logic_types.png
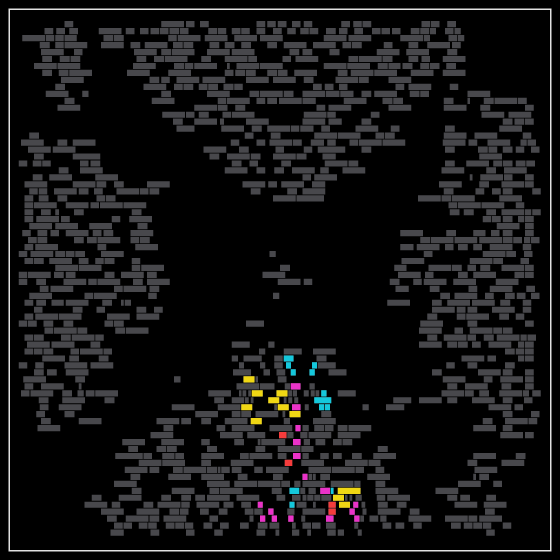
layer_met2.png
The bar under the picture is 50 um long.
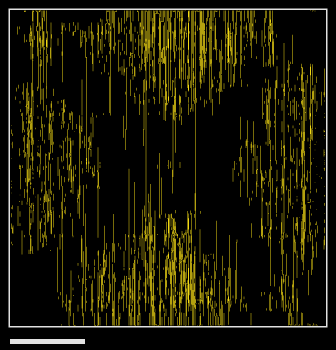
flops_by_reg.png
The bar under the picture is 50 um long. Other sequential cells in the stronger grey, the rest of the logic in the fainter grey.
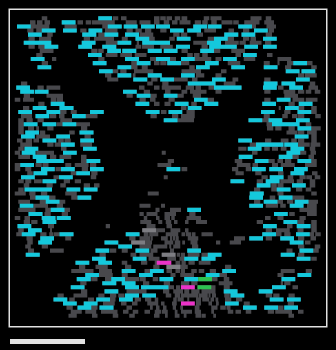
layer_met3.png
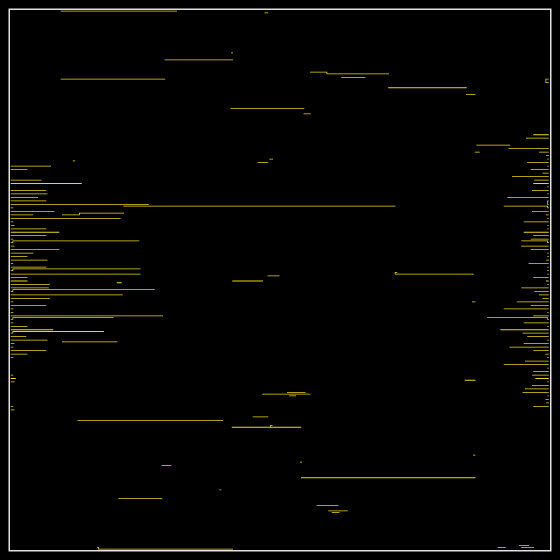
congestion.png
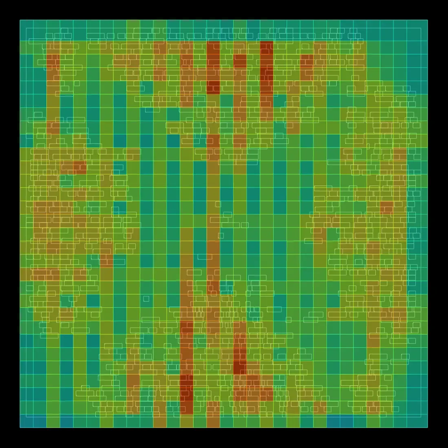
$ cat config.mk
export PLATFORM = sky130hd
export DESIGN_NAME = matmul_sequencer
export DESIGN_NICKNAME = d
export VERILOG_FILES = /design/src/rtl/matmul_sequencer.sv
export SDC_FILE = /design/constraint.sdc
export NUM_CORES = 1
export LEC_CHECK = 0
export CORE_MARGIN = 3
export CORE_UTILIZATION = 25
export DETAILED_ROUTE_END_ITERATION = 10
export PLACE_DENSITY = 0.54
export SLEW_MARGIN = 20
export SYNTH_ARGS = -nofsm -noshare
export SYNTH_HDL_FRONTEND = slang
export SYNTH_SLANG_ARGS = --single-unit
$ cat constraint.sdc
create_clock -name clk -period 2.3 [get_ports clk]
set_clock_uncertainty 0.1 [all_clocks]
set_input_delay 0.46 -clock clk [delete_from_list [all_inputs] [get_ports clk]]
set_output_delay 0.46 -clock clk [all_outputs]
set_load 0.01 [all_outputs]
$ cat src/rtl/matmul_sequencer.sv
`default_nettype none
// =============================================================================
// Module   : matmul_sequencer
// Brief    : Address/strobe sequencer driving a shared MAC for an NxN matmul.
// Revision : 1.0
// =============================================================================
module matmul_sequencer #(
    parameter int N    = 4,
    parameter int DW   = 8,
    parameter int AW   = 16,
    parameter int LOGN = 2
) (
    input  logic                  clk,
    input  logic                  reset,
    input  logic                  start,
    output logic                  busy,
    output logic                  done,
    output logic                  mem_rd,
    output logic [2*LOGN-1:0]     a_addr,
    output logic [2*LOGN-1:0]     b_addr,
    input  logic [DW-1:0]         a_data,
    input  logic [DW-1:0]         b_data,
    output logic [DW-1:0]         mac_a,
    output logic [DW-1:0]         mac_b,
    output logic                  mac_en,
    output logic                  mac_clr,
    input  logic [AW-1:0]         mac_result,
    output logic [N*N*AW-1:0]     C_out
);

    typedef enum logic [2:0] {
        S_IDLE  = 3'd0,
        S_RUN   = 3'd1,
        S_DRAIN = 3'd2,
        S_WRITE = 3'd3,
        S_DONE  = 3'd4
    } state_t;

    localparam logic [LOGN-1:0] c_last = LOGN'(N - 1);
    localparam logic [LOGN-1:0] c_one  = LOGN'(1);

    state_t            r_state;
    state_t            w_next;
    logic [LOGN-1:0]   r_row;
    logic [LOGN-1:0]   r_col;
    logic [LOGN-1:0]   r_k;
    logic [AW-1:0]     r_c [N*N];

    assign mac_a = a_data;
    assign mac_b = b_data;

    always_ff @(posedge clk or negedge reset) begin
        if (!reset) begin
            r_state <= S_IDLE;
        end else begin
            r_state <= w_next;
        end
    end

    always_ff @(posedge clk or negedge reset) begin
        if (!reset) begin
            r_row <= '0;
            r_col <= '0;
            r_k   <= '0;
        end else begin
            case (r_state)
                S_IDLE: begin
                    if (start) begin
                        r_row <= '0;
                        r_col <= '0;
                        r_k   <= '0;
                    end
                end
                S_RUN: begin
                    r_k <= (r_k == c_last) ? '0 : r_k + c_one;
                end
                S_WRITE: begin
                    r_col <= r_col + c_one;
                    if (r_col == c_last) begin
                        r_row <= r_row + c_one;
                    end
                end
                default: ;
            endcase
        end
    end

    // Read data lags the address by a cycle, so the MAC runs one step behind k.
    always_comb begin
        w_next  = r_state;
        busy    = 1'b0;
        done    = 1'b0;
        mem_rd  = 1'b0;
        a_addr  = '0;
        b_addr  = '0;
        mac_en  = 1'b0;
        mac_clr = 1'b0;
        case (r_state)
            S_IDLE: begin
                if (start) begin
                    w_next = S_RUN;
                end
            end
            S_RUN: begin
                busy    = 1'b1;
                mem_rd  = 1'b1;
                a_addr  = {r_row, r_k};
                b_addr  = {r_k, r_col};
                mac_en  = (r_k != '0);
                mac_clr = (r_k == c_one);
                if (r_k == c_last) begin
                    w_next = S_DRAIN;
                end
            end
            S_DRAIN: begin
                busy   = 1'b1;
                mac_en = 1'b1;
                w_next = S_WRITE;
            end
            S_WRITE: begin
                busy = 1'b1;
                if ((r_row == c_last) && (r_col == c_last)) begin
                    w_next = S_DONE;
                end else begin
                    w_next = S_RUN;
                end
            end
            S_DONE: begin
                busy   = 1'b1;
                done   = 1'b1;
                w_next = S_IDLE;
            end
            default: begin
                w_next = S_IDLE;
            end
        endcase
    end

    always_ff @(posedge clk or negedge reset) begin
        if (!reset) begin
            for (int i = 0; i < N*N; i++) begin
                r_c[i] <= '0;
            end
        end else if (r_state == S_WRITE) begin
            r_c[{r_row, r_col}] <= mac_result;
        end
    end

    generate
        for (genvar gi = 0; gi < N*N; gi++) begin : g_pack
            assign C_out[gi*AW +: AW] = r_c[gi];
        end
    endgenerate

endmodule
`default_nettype wire

==> run summary <==
status -> complete, but fails checks
violated checks -> negative setup slack
First-pass DRT Iterations -> 4
post-placement cell count -> 1465
worst r2r dst -> C_out[65]
max cap viols -> 0
Leak Pwr -> 6.77 nW
Switching Fraction -> 28.7%
TAP cells -> 532
Cell Type Count -> 33
crit path time final -> 2.32 ns
Simple Share, Synth -> 3.16%
Clock buffer cells -> 46
Area leader share -> 63.2%
Synth Instances -> 661
Cell Area, Synth -> 10500 um2
clock share of power -> 27.0%
# fillers -> 3964
Setup WS post-layout -> -0.0168 ns
Worst Max-Slew Pin Slew -> 0.711 ns
count of non-CTS buffers in the layout -> 336
insertion delay at the late pin of the worst-skew pair -> 0.56 ns
n_diodes -> 0
Root Buffer -> clkbuf_16
CP startpoint -> r_k[1]
worst hold path class -> in -> async
Final Cell Area -> 15300 um2
Cell Chain, Critical Path -> inv_2, ha_4, or3b_4, a21oi_2, buf_2
Largest cells by area -> dfrtp_1 (63%), mux2_2 (26%), buf_4 (1.6%)
most numerous cell in the Yosys netlist -> dfrtp_1
# IOs -> 320
RSZ-0062 raised after global routing -> yes
Worst Hold Slack -> 0.300 ns
R2R setup slack -> 0.20 ns
Setup WS pre-CTS -> 0.0139 ns
setup violation total in the final timing report -> 1
ys cells -> 661
share of cells above drive strength 1 -> 39.2%
Adder Area Share -> 1.31%
buffers and inverters on the worst path -> 2
Notes on logic_types.png above:
| family | colour | cells |
|---|---|---|
| fa/ha/maj cells | yellow | 11 |
| nor cells | cyan | 12 |
| non-inverting ao/oa cells | red | 4 |
| and/or cells | magenta | 16 |
multi-input logic portion of the cell area: 23.1%
Final Non-Filler Cells: 1524
Commonest Layout Cell: clkdlybuf4s50_1

Notes on layer_met2.png above:
share of all routed wire: 47%
longest straight run: 127 um
wire length on this layer: 14200 um
nets with wire on the layer: 963
M2 GR Usage: 21.6%
WL final: 30500 um
Vias: 6546

Notes on flops_by_reg.png above:
| name in the netlist | colour | placed flops |
|---|---|---|
| `r_k` | green | 2 |
| `r_state` | magenta | 3 |
| `C_out` | cyan | 256 |
not coloured: 4
Seq area share: 43.5%
Flop area: 6630 um2
seq pwr: 7.00 mW
fin util: 37.1%

Notes on layer_met3.png above:
longest straight run: 106 um
wire length on this layer: 2060 um
share of all routed wire: 6.7%
met3 usage: 3.82%

Notes on congestion.png above:
Routed wire per std cell: 20.0 um
gr usage total: 13.5%
GR Util met1: 18.2%
layer with the highest usage: met2

## registers in the layout (all words and copies together), names as in the netlist
name and count:
C_out 256, r_state 3, r_col 2, r_k 2, r_row 2
## per-layer routing
metal | global-route usage (%) | vias to the layer above | part of all wire, %
li1 | - | 2909 | -
met1 | 18.2 | 3403 | 45
met2 | 21.6 | 200 | 47
met3 | 3.82 | 34 | 6.7
met4 | 3.58 | 0 | 1.9
met5 | 0 | - | 0
## power groups by stage
stage | registers [mW] | logic (mW) | clock network, mW
floorplan | 7.67 | 2.03 | 0
global placement | 7.04 | 6.66 | 0
detailed placement | 7.07 | 6.72 | 0
CTS | 7.02 | 6.71 | 5.21
global route | 7.21 | 7.03 | 5.39
finish | 7.00 | 6.60 | 5.03
Power figures rest on the tool's default switching activity, not on a simulated workload.
